## src/rtl/dram_port_arbiter_if.sv

```systemverilog
// Bundle of the four-core request bus and the single-port synchronous DRAM bus
// seen by dram_port_arbiter; slave is the arbiter side, master is the cores/DRAM side.
interface dram_port_arbiter_if #(
  parameter int unsigned ADDR_W = 16,
  parameter int unsigned DATA_W = 8
);
  logic [3:0]          i_req;
  logic [3:0]          i_we;
  logic [4*ADDR_W-1:0] i_addr;
  logic [4*DATA_W-1:0] i_wdata;
  logic [3:0]          o_gnt;
  logic [3:0]          o_rvalid;
  logic [DATA_W-1:0]   o_rdata;
  logic [ADDR_W-1:0]   o_mem_addr;
  logic [DATA_W-1:0]   o_mem_wdata;
  logic                o_mem_rden;
  logic                o_mem_wren;
  logic [DATA_W-1:0]   i_mem_q;
  logic                o_busy;

  modport slave (
    input  i_req, i_we, i_addr, i_wdata, i_mem_q,
    output o_gnt, o_rvalid, o_rdata, o_mem_addr, o_mem_wdata,
           o_mem_rden, o_mem_wren, o_busy
  );

  modport master (
    output i_req, i_we, i_addr, i_wdata, i_mem_q,
    input  o_gnt, o_rvalid, o_rdata, o_mem_addr, o_mem_wdata,
           o_mem_rden, o_mem_wren, o_busy
  );
endinterface

```

## src/rtl/dram_port_arbiter.sv

```systemverilog
// Round-robin arbiter sharing one synchronous DRAM port between four cores;
// one transaction outstanding at a time, every output registered.
module dram_port_arbiter #(
  parameter int unsigned ADDR_W = 16,
  parameter int unsigned DATA_W = 8,
  parameter int unsigned RD_LAT = 2
) (
  input  logic                 i_clk,
  input  logic                 i_rst_n,
  dram_port_arbiter_if.slave   bus
);

  localparam int unsigned CNT_W = 3;

  typedef enum logic [1:0] {IDLE, ISSUE, WAIT, RESP} state_e;

  state_e              state_q, state_d;
  logic [CNT_W-1:0]    cnt_q, cnt_d;
  logic [1:0]          last_q, last_d;
  logic                lat_we_q, lat_we_d;
  logic [ADDR_W-1:0]   lat_addr_q, lat_addr_d;
  logic [DATA_W-1:0]   lat_wdata_q, lat_wdata_d;

  logic [3:0]          gnt_q, gnt_d;
  logic [3:0]          rvalid_q, rvalid_d;
  logic [DATA_W-1:0]   rdata_q, rdata_d;
  logic [ADDR_W-1:0]   mem_addr_q, mem_addr_d;
  logic [DATA_W-1:0]   mem_wdata_q, mem_wdata_d;
  logic                rden_q, rden_d;
  logic                wren_q, wren_d;
  logic                busy_q, busy_d;

  logic [1:0]          sel_c;
  logic                any_req_c;

  // Round-robin pick: scan last+4 down to last+1 so the nearest successor wins
  always_comb begin
    sel_c     = last_q;
    any_req_c = |bus.i_req;
    for (int i = 4; i >= 1; i--) begin
      if (bus.i_req[2'(last_q + 2'(i))]) sel_c = 2'(last_q + 2'(i));
    end
  end

  always_ff @(posedge i_clk or negedge i_rst_n) begin
    if (!i_rst_n) begin
      state_q     <= IDLE;
      cnt_q       <= '0;
      last_q      <= 2'd3;
      lat_we_q    <= 1'b0;
      lat_addr_q  <= '0;
      lat_wdata_q <= '0;
      gnt_q       <= '0;
      rvalid_q    <= '0;
      rdata_q     <= '0;
      mem_addr_q  <= '0;
      mem_wdata_q <= '0;
      rden_q      <= 1'b0;
      wren_q      <= 1'b0;
      busy_q      <= 1'b0;
    end else begin
      state_q     <= state_d;
      cnt_q       <= cnt_d;
      last_q      <= last_d;
      lat_we_q    <= lat_we_d;
      lat_addr_q  <= lat_addr_d;
      lat_wdata_q <= lat_wdata_d;
      gnt_q       <= gnt_d;
      rvalid_q    <= rvalid_d;
      rdata_q     <= rdata_d;
      mem_addr_q  <= mem_addr_d;
      mem_wdata_q <= mem_wdata_d;
      rden_q      <= rden_d;
      wren_q      <= wren_d;
      busy_q      <= busy_d;
    end
  end

  always_comb begin
    state_d     = state_q;
    cnt_d       = cnt_q;
    last_d      = last_q;
    lat_we_d    = lat_we_q;
    lat_addr_d  = lat_addr_q;
    lat_wdata_d = lat_wdata_q;
    case (state_q)
      IDLE: begin
        if (any_req_c) begin
          state_d     = ISSUE;
          last_d      = sel_c;
          lat_we_d    = bus.i_we[sel_c];
          lat_addr_d  = bus.i_addr[sel_c*ADDR_W +: ADDR_W];
          lat_wdata_d = bus.i_wdata[sel_c*DATA_W +: DATA_W];
        end
      end
      ISSUE: begin
        cnt_d   = '0;
        state_d = lat_we_q ? IDLE : WAIT;
      end
      WAIT: begin
        // Last WAIT cycle is the one where i_mem_q carries the read data
        if (cnt_q == CNT_W'(RD_LAT - 1)) begin
          state_d = RESP;
          cnt_d   = '0;
        end else begin
          cnt_d = cnt_q + 3'd1;
        end
      end
      RESP:    state_d = IDLE;
      default: state_d = IDLE;
    endcase
  end

  // Outputs are registered off the next state so they line up with that state
  always_comb begin
    gnt_d       = '0;
    rvalid_d    = '0;
    rden_d      = 1'b0;
    wren_d      = 1'b0;
    rdata_d     = rdata_q;
    mem_addr_d  = mem_addr_q;
    mem_wdata_d = mem_wdata_q;
    busy_d      = (state_d != IDLE);
    if (state_d == ISSUE) begin
      gnt_d       = 4'b0001 << last_d;
      mem_addr_d  = lat_addr_d;
      mem_wdata_d = lat_wdata_d;
      wren_d      = lat_we_d;
      rden_d      = !lat_we_d;
    end
    if (state_d == RESP) begin
      rvalid_d = 4'b0001 << last_q;
      rdata_d  = bus.i_mem_q;
    end
  end

  assign bus.o_gnt       = gnt_q;
  assign bus.o_rvalid    = rvalid_q;
  assign bus.o_rdata     = rdata_q;
  assign bus.o_mem_addr  = mem_addr_q;
  assign bus.o_mem_wdata = mem_wdata_q;
  assign bus.o_mem_rden  = rden_q;
  assign bus.o_mem_wren  = wren_q;
  assign bus.o_busy      = busy_q;

endmodule

```

## src/flat_wrapper.sv

```systemverilog
// flat-port wrapper written by rule: the top's interface ports become plain ports
module dram_port_arbiter_flat 
#(
  parameter int unsigned ADDR_W = 16,
  parameter int unsigned DATA_W = 8,
  parameter int unsigned RD_LAT = 2
)
  (i_clk, i_rst_n, bus_i_req, bus_i_we, bus_i_addr, bus_i_wdata, bus_i_mem_q, bus_o_gnt, bus_o_rvalid, bus_o_rdata, bus_o_mem_addr, bus_o_mem_wdata, bus_o_mem_rden, bus_o_mem_wren, bus_o_busy);
  dram_port_arbiter_if #(.ADDR_W(ADDR_W), .DATA_W(DATA_W)) bus_i ();
  input  logic i_clk;
  input  logic i_rst_n;
  input wire logic [$bits(bus_i.i_req)-1:0] bus_i_req;
  input wire logic [$bits(bus_i.i_we)-1:0] bus_i_we;
  input wire logic [$bits(bus_i.i_addr)-1:0] bus_i_addr;
  input wire logic [$bits(bus_i.i_wdata)-1:0] bus_i_wdata;
  input wire logic [$bits(bus_i.i_mem_q)-1:0] bus_i_mem_q;
  output wire logic [$bits(bus_i.o_gnt)-1:0] bus_o_gnt;
  output wire logic [$bits(bus_i.o_rvalid)-1:0] bus_o_rvalid;
  output wire logic [$bits(bus_i.o_rdata)-1:0] bus_o_rdata;
  output wire logic [$bits(bus_i.o_mem_addr)-1:0] bus_o_mem_addr;
  output wire logic [$bits(bus_i.o_mem_wdata)-1:0] bus_o_mem_wdata;
  output wire logic [$bits(bus_i.o_mem_rden)-1:0] bus_o_mem_rden;
  output wire logic [$bits(bus_i.o_mem_wren)-1:0] bus_o_mem_wren;
  output wire logic [$bits(bus_i.o_busy)-1:0] bus_o_busy;
  assign bus_i.i_req = bus_i_req;
  assign bus_i.i_we = bus_i_we;
  assign bus_i.i_addr = bus_i_addr;
  assign bus_i.i_wdata = bus_i_wdata;
  assign bus_i.i_mem_q = bus_i_mem_q;
  assign bus_o_gnt = bus_i.o_gnt;
  assign bus_o_rvalid = bus_i.o_rvalid;
  assign bus_o_rdata = bus_i.o_rdata;
  assign bus_o_mem_addr = bus_i.o_mem_addr;
  assign bus_o_mem_wdata = bus_i.o_mem_wdata;
  assign bus_o_mem_rden = bus_i.o_mem_rden;
  assign bus_o_mem_wren = bus_i.o_mem_wren;
  assign bus_o_busy = bus_i.o_busy;
  dram_port_arbiter #(.ADDR_W(ADDR_W), .DATA_W(DATA_W), .RD_LAT(RD_LAT)) u_core (.i_clk(i_clk), .i_rst_n(i_rst_n), .bus(bus_i));
endmodule
```

## config.mk

```make
export PLATFORM = sky130hd
export DESIGN_NAME = dram_port_arbiter_flat
export DESIGN_NICKNAME = d
export VERILOG_FILES = /design/src/rtl/dram_port_arbiter_if.sv /design/src/rtl/dram_port_arbiter.sv /design/src/flat_wrapper.sv
export SDC_FILE = /design/constraint.sdc
export NUM_CORES = 1
export LEC_CHECK = 0
export ABC_CLOCK_PERIOD_IN_PS = 10000
export CORE_MARGIN = 2
export CORE_UTILIZATION = 40
export CTS_BUF_LIST = sky130_fd_sc_hd__clkbuf_8
export CTS_CLUSTER_SIZE = 40
export DETAILED_ROUTE_END_ITERATION = 10
export HOLD_SLACK_MARGIN = 0.12
export PLACE_DENSITY = 0.7
export SYNTH_ARGS = -nofsm -noshare
export SYNTH_HDL_FRONTEND = slang
export SYNTH_SLANG_ARGS = --single-unit
```

## constraint.sdc

```tcl
create_clock -name i_clk -period 10 [get_ports i_clk]
set_clock_uncertainty 0.1 [all_clocks]
set_input_delay 1 -clock i_clk [delete_from_list [all_inputs] [get_ports i_clk]]
set_output_delay 1 -clock i_clk [all_outputs]
set_load 0.03 [all_outputs]
```

==> results.txt, run 1 <==
Notes on the physical implementation.

- The CTS sink count is about 75, for reference.
- The count of yosys warnings during synthesis is 0, for reference.
- The switching part of the total power is 0.5032, for reference.
- The cell class contributing the biggest share of worst-path delay is simple AND/OR/NAND/NOR gates, for reference.
- The number of I/O port buffers is about 160, for reference.
- The depth of the worst register-to-register path is 8, for reference.
- Gates resized during post-CTS repair numbered 0.
- The top cell types in the final layout, fill and taps aside, are nand2_1, clkdlybuf4s50_1, dfrtp_1, nor2_1.
- In this run the register-to-register setup slack is between 5000 and 6000 ps.
- The top-level port count is about 160, for reference.
- The multi-input gate count is about 500, for reference.
- Looking at the critical path, the highest net fanout was about 110.
- Measured along the y axis, the die boundary spans 118.7 um.
- Per the layout area report, the combinational gate area comes to between 0.003 and 0.004 mm^2.
- The final-layout clock buffer total is 13, for reference.
- After detailed placement, the design holds a cell count of slightly above 900.
- The detailed router reports a met3 wire length of 1230 um.
- The die covers 0.01410 mm^2.
- The setup path with the least slack is of type register to register.
- By area, the class that comes first in the final layout consists of multi-input combinational cells.
- The time the final worst path needs with I/O delays and setup is ~4300 ps, for reference.
- OpenSTA lists the critical path endpoint as u_core.bus.o_mem_addr[4].
- The worst setup path is captured at a register.
- The horizontal die dimension is about 120 um, for reference.
- The worst min-delay path class is register to register, for reference.
- The fmax is 231.1 MHz, for reference.
- The number of cell instances after yosys synthesis is around 630, for reference.
- Of the cells placed in the final design, the portion with a size suffix greater than 1 is 0.1195.
- Per STA, the highest per-stage delay on the worst path measures approximately 1300 ps.
- Per the final timing report, the hold violations number 0.
- The post-synthesis sequential area ratio is 0.3569, for reference.
- The power per cell area is roughly 360 mW/mm^2, for reference.
- The run finished with clean final reports.
- The number of max-slew violations in the final report is 0, for reference.
- The register share of the cell area is 0.2697, for reference.
- The total detailed-routing wirelength is ~16000 um, for reference.
- The most heavily used metal layer in global routing is met2, for reference.
- The clock input transition at the sequential cells of the worst setup and hold paths is around 70 ps, for reference.
- The origin of the critical flop-to-flop path is u_core.last_q[0], for reference.
- Hold timing on the final database bottoms out at a slack of between 300 and 400 ps.
- The number of nets with antenna violations after routing is 0, for reference.
- The total number of warnings across the stage logs is 36, for reference.
- Counting along the longest clock path gives a buffer depth of 2.
- The design draws around 0.0025 W.
- Routability-driven placement finished with a final weighted congestion of about 0.8.
- The via count is 5209, for reference.
- Internal power comes to ~0.0013 W.
- Detailed placement ended at an HPWL of about 11000 um.
- Per the layout area report, the combinational fraction of cell area is 0.4391.
- The start point of the worst hold path is u_core.lat_wdata_q[4], for reference.
==> run 1: synthesized netlist by cell type (all sizes together) <==
cell / instances / area (um^2)
o31ai: 1 / 7.510
nand3: 5 / 25.02
a211oi: 48 / 360.4
o211ai: 2 / 15.01
mux2i: 3 / 33.78
a21o: 4 / 37.53
a22oi: 48 / 360.4
a21oi: 6 / 30.03
buf: 25 / 212.7
nor2: 52 / 195.2
nand2: 229 / 862.1
or4: 1 / 7.510
dfstp: 2 / 52.55
and4b: 1 / 10.01
nor2b: 1 / 6.260
and2: 1 / 6.260
ha: 8 / 100.1
nand4: 3 / 25.02
nor3: 1 / 5.000
clkbuf: 30 / 112.6
o221ai: 24 / 360.4
and3: 4 / 25.02
inv: 6 / 22.52
mux2: 37 / 416.7
or2: 2 / 12.52
nand2b: 3 / 18.77
a22o: 1 / 8.760
mux4: 2 / 45.04
o21ai: 8 / 43.79
dfrtp: 73 / 1827
o22ai: 1 / 6.260
a31oi: 1 / 6.260
xnor2: 1 / 8.760
==> run 1: kinds of logic (layout without fill, tap and decap cells) <==
kind of cell | count (synthesis) | after routing | share of synthesized area
AND-OR/OR-AND | 144 | 144 | 0.2347
adder cells (fa/ha/maj) | 8 | 8 | 0.01901
AND/OR/NAND/NOR | 303 | 303 | 0.2276
flip-flops | 75 | 75 | 0.3569
buffers and inverters | 61 | 180 | 0.06605
XOR/XNOR | 1 | 1 | 0.001663
multiplexers | 42 | 42 | 0.09408
==> run 1: power groups by stage <==
stage                     logic (W)  clock network, W  registers [W]
after floorplan             0.00120                 0       0.000641
after global placement      0.00163                 0       0.000578
after detailed placement    0.00168                 0       0.000584
after CTS                   0.00169          0.000256       0.000580
after global routing        0.00185          0.000267       0.000603
final                       0.00169          0.000251       0.000583
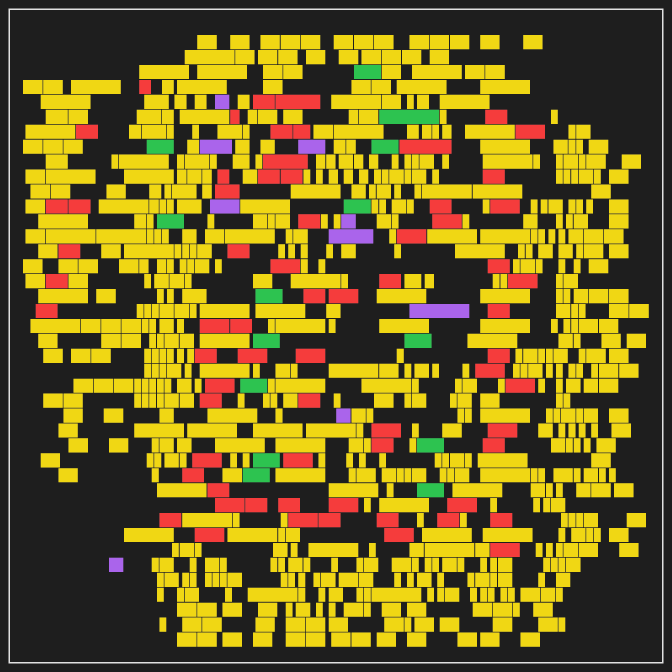
Figure 1: run 1, drive-strength map.
Yellow shows drive 1 or less, cells 663, share 88%. Red shows drive 2, cells 67, share 8.9%. Purple shows drive 3 to 4, cells 9, share 1.2%. Green shows drive 6 and up, cells 14, share 1.9%.
Setup WS post-layout: 5673 ps
design area: 0.006982 mm^2
Synth-to-Final Area Change: 32.57%
nonclk buf count: 159

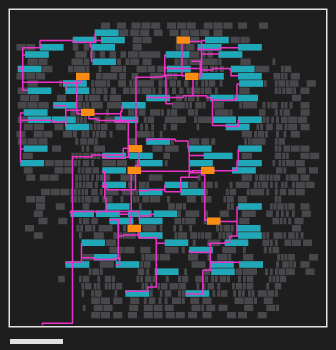
Figure 2: run 1, clock wires, drivers and flops.
Scale bar: 20 um.
Magenta shows clock wires, length 1030 um. Orange shows cells driving clock nets, count 9. Cyan shows flip-flops, count 75.
There are 10 routed clock nets. Position of the flops: spread over the die.

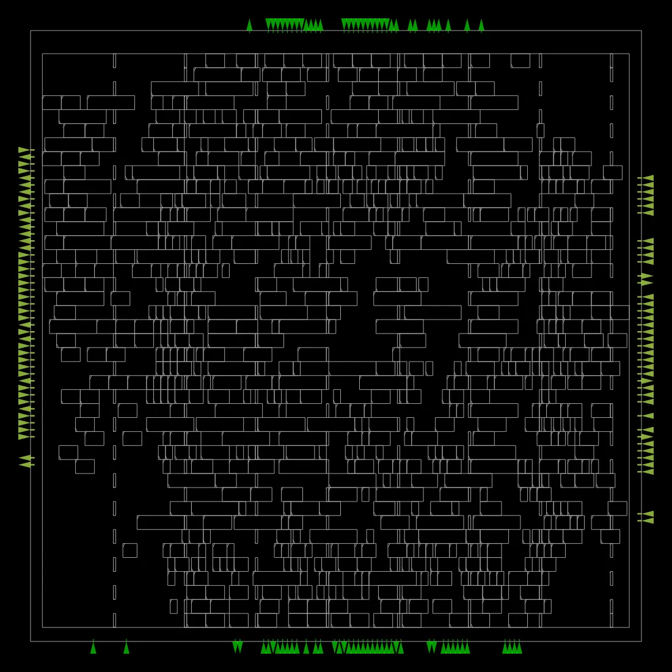
Figure 3: run 1, placed standard cells.
Floorplan Core Area: 0.01272 mm^2
layout filler cell count: 1179
total number of placement rows: 41
post-layout util: 0.5488
Layout Cells excl Fill: 925

Figure 4. Sequential cells grouped by signal name (run 1).
Scale bar: 20 um.
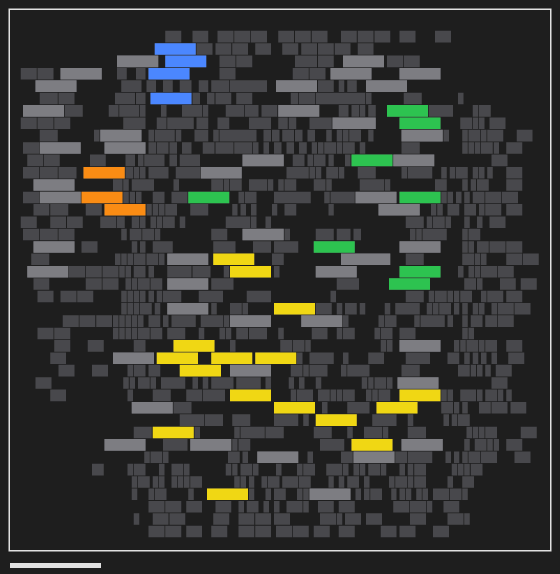

==> inputs of run 2 (changes only) <==
- ABC_CLOCK_PERIOD_IN_PS: 10000 -> 3600
- PLACE_DENSITY: 0.7 -> 0.72
- clock period: 10 -> 3.6 ns (I/O delays scaled with it)
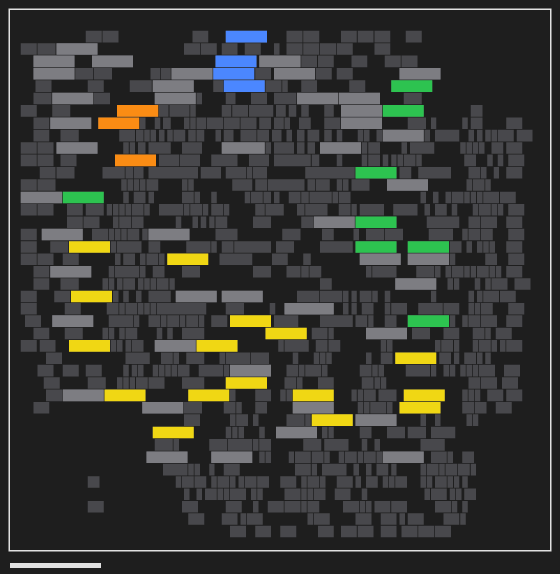
Figure 5: run 2, sequential cells grouped by signal name.
Scale bar: 20 um.
Yellow shows u_core.lat_addr_q, flops 16. Green shows u_core.bus.o_mem_wdata, flops 8. Orange shows u_core.cnt_q, flops 3. Blue shows u_core.bus.o_rvalid, flops 4, where north.
Another 44 sequential cells are not coloured.

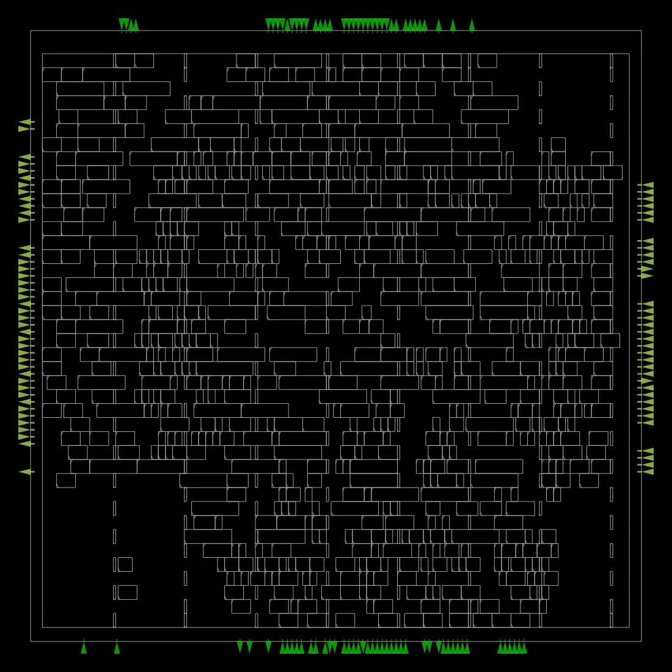
Figure 6: run 2, placed standard cells.
flip-flop and latch count: 75
Layout Cells excl Fill: 933
Taps Inserted: 172
share of cell area taken by flip-flops and latches: 0.2637
layout filler cell count: 1172

==> results.txt, run 2 <==
Notes on the physical implementation.

- The dominant kind of combinational cell is AND-OR/OR-AND gates (unchanged), for reference.
- The total detailed-routing wirelength came to 16100 um (was 16200 um).
- The worst hold margin is 374.0 ps (was 379.5 ps), for reference.
- The count of yosys warnings during synthesis was 0 (unchanged).
- The number of I/O port buffers is 156 (unchanged), for reference.
- The power per cell area is 1019 mW/mm^2 (was 361.1 mW/mm^2), for reference.
- The synthesized-area fraction occupied by and/or/nand/nor cells is 0.2276 (unchanged), for reference.
- The origin of the critical flop-to-flop path was u_core.last_q[0] (unchanged).
- The most used flip-flop cell is dfrtp_1 (unchanged).
- The largest buffer count on any clock path is 2 (unchanged), for reference.
- The fmax is 300.2 MHz (was 231.1 MHz), for reference.
- The power of the combinational group is 0.00503 W (was 0.00169 W), for reference.
- The number of cell instances after yosys synthesis is 634 (unchanged), for reference.
- The global placement routability congestion is 0.8271 (was 0.7795), for reference.
- The final cycle utilization of the critical path came to 0.9254 (was 0.4327).
- The fraction of synthesized cell area taken by the top area cell type was 0.3469 (unchanged).
- The worst vdd rail ir drop was 580.5 uV (was 189.8 uV).
- The post-synthesis sequential area ratio was 0.3569 (unchanged).
- The number of max-slew violations in the final report is 0 (unchanged), for reference.
- The cell taking the most area after synthesis is dfrtp_1 (unchanged), for reference.
- The top-level port count was 157 (unchanged).
- The most repeated cell in the gate-level netlist after synthesis is nand2_1 (unchanged), for reference.
- The total number of warnings across the stage logs is 34 (was 36), for reference.
- The multiplexer share of the synthesized area is 0.09408 (unchanged), for reference.
- The synthesized-area fraction occupied by xor and xnor cells is 0.001663 (unchanged), for reference.
- The number of nets with antenna violations after routing is 0 (unchanged), for reference.
- Commonest cells after routing, fill and taps aside: nand2_1, clkdlybuf4s50_1, dfrtp_1, nor2_1 (unchanged).
- The number of placement rows is 41 (unchanged), for reference.
- Top cell types by occurrence after synthesis: nand2_1, dfrtp_1, nor2_1 (unchanged).
- The total power consumption of the routed design is 0.007277 W (was 0.002521 W), for reference.
- The number of post-CTS setup repair buffers is 0 (unchanged).
- The area fraction in full adders, half adders and majority gates was 0.01901 (unchanged).
- The power group with the highest consumption was combinational cells (unchanged).
- The final HPWL from detailed placement is 10970 um (was 10620 um), for reference.
- The switching part of the total power is 0.4866 (was 0.5032), for reference.
- The synthesized-area fraction occupied by ao, oa, aoi and oai cells was 0.2347 (unchanged).
- The final cell area excluding filler cells came to 0.007142 mm^2 (was 0.006982 mm^2).
- The time the final worst path needs with I/O delays and setup was 3331 ps (was 4327 ps).
- The largest net degree at the start of global routing was 102 (was 112).
- The transition at the pin with the smallest max-transition slack came to 1012 ps (was 1290 ps).
- The number of unique standard cell types used by synthesis is 44 (unchanged).
- The power dissipated in sequential cells is 0.00143 W (was 0.000583 W).
- The number of hold-slack violations in the final timing report is 0 (unchanged).
- The wire length of the first global-routing pass is 26430 um (was 26390 um), for reference.
- The core utilization of the finished layout is 0.5614 (was 0.5488).
- The worst min-delay path class is register to register (unchanged).
- The net switching power of the design came to 0.003541 W (was 0.001269 W).
- The vertical die dimension is 118.7 um (unchanged), for reference.
- The clock input transition at the sequential cells of the worst setup and hold paths came to 80 ps (was 70 ps).
- Setup repair after global routing missed its margin: false (unchanged).
- The number of cells in the design after placement is 917 (was 910), for reference.
- The post-synthesis to final-layout area growth came to 35.61% (was 32.57%).
- The horizontal die dimension came to 118.7 um (unchanged).
- The start point of the worst hold path was u_core.lat_addr_q[0] (was u_core.lat_wdata_q[4]).
- Result of the run: finished, final reports clean (unchanged).
- The clock network power is 0.000809 W (was 0.000251 W).
- Largest cells by area after synthesis: dfrtp_1, nand2_1, mux2_2 (unchanged).
- The share of flip-flops with an asynchronous set or reset is 1.000 (unchanged), for reference.
- The depth of the worst register-to-register path is 8 (unchanged).
- The cell internal power dissipation is 0.003736 W (was 0.001253 W), for reference.
- The worst-path maximum fanout was 48 (was 111).
- The class of the most critical setup path was register to register (unchanged).
- The fraction of final layout cells with drive strength greater than 1 came to 0.1288 (was 0.1195).
- The placeable core region is 0.01272 mm^2 (unchanged).
- The CTS sink count is 75 (unchanged), for reference.
- The type of destination of the critical path is a register (unchanged).
## run 2: cell types whose count changed in the layout (fill, tap and decap cells not counted), sizes merged
cell / before / now
clkinv: 1 / 0
clkbuf: 13 / 11
buf: 4 / 11
clkinvlp: 0 / 1
dlygate4sd3: 0 / 1
bufinv: 1 / 3
## run 2: worst max-delay path by stage
stage / cells after the start / startpoint / slack (ps) / to
after floorplan: 12 / u_core.last_q[0] / 290 / u_core.bus.o_mem_addr[0]
final: 8 / u_core.last_q[0] / 270 / u_core.bus.o_mem_addr[4]
after detailed placement: 8 / u_core.last_q[0] / 300 / u_core.bus.o_mem_addr[6]
after CTS: 8 / u_core.last_q[0] / 300 / u_core.bus.o_mem_addr[6]
after global placement: 8 / u_core.last_q[0] / 390 / u_core.bus.o_mem_addr[4]
after global routing: 6 / u_core.last_q[0] / 110 / u_core.bus.o_mem_addr[5]
## run 2: worst max-delay path, stage by stage, from the launching register on
cell and delay (ps):
dfstp_4 700, inv_2 60, ha_1 400, mux2_2 320, mux2_2 850, a211oi_1 80
nor2_1 270, o221ai_2 140, mux2_2 280
## run 2: routing by layer
layer,part of all wire,GRT usage,vias up
met5,0,0,-
met4,0.024,0.07813,0
met3,0.078,0.04344,28
met2,0.47,0.3696,240
met1,0.43,0.3102,2485
li1,-,-,2466
## run 2: final cells by class
type | instances | area (um^2)
Clock buffer | 11 | 151.4
Timing Repair Buffer | 167 | 1707
Multi-Input combinational cell | 498 | 3065
Tap cell | 172 | 215.2
Clock inverter | 4 | 97.59
Sequential cell | 75 | 1883
Inverter | 6 | 22.52
Fill cell | 1172 | 5580
## run 2: what timing repair did
| action | 4_1_cts | 5_1_grt |
|---|---|---|
| gates resized | 0 | 0 |
| endpoints found under the hold margin | 73 | 0 |
| hold buffers | 1 | 0 |
No activity file was given, so power comes from the tool's default toggle rates.
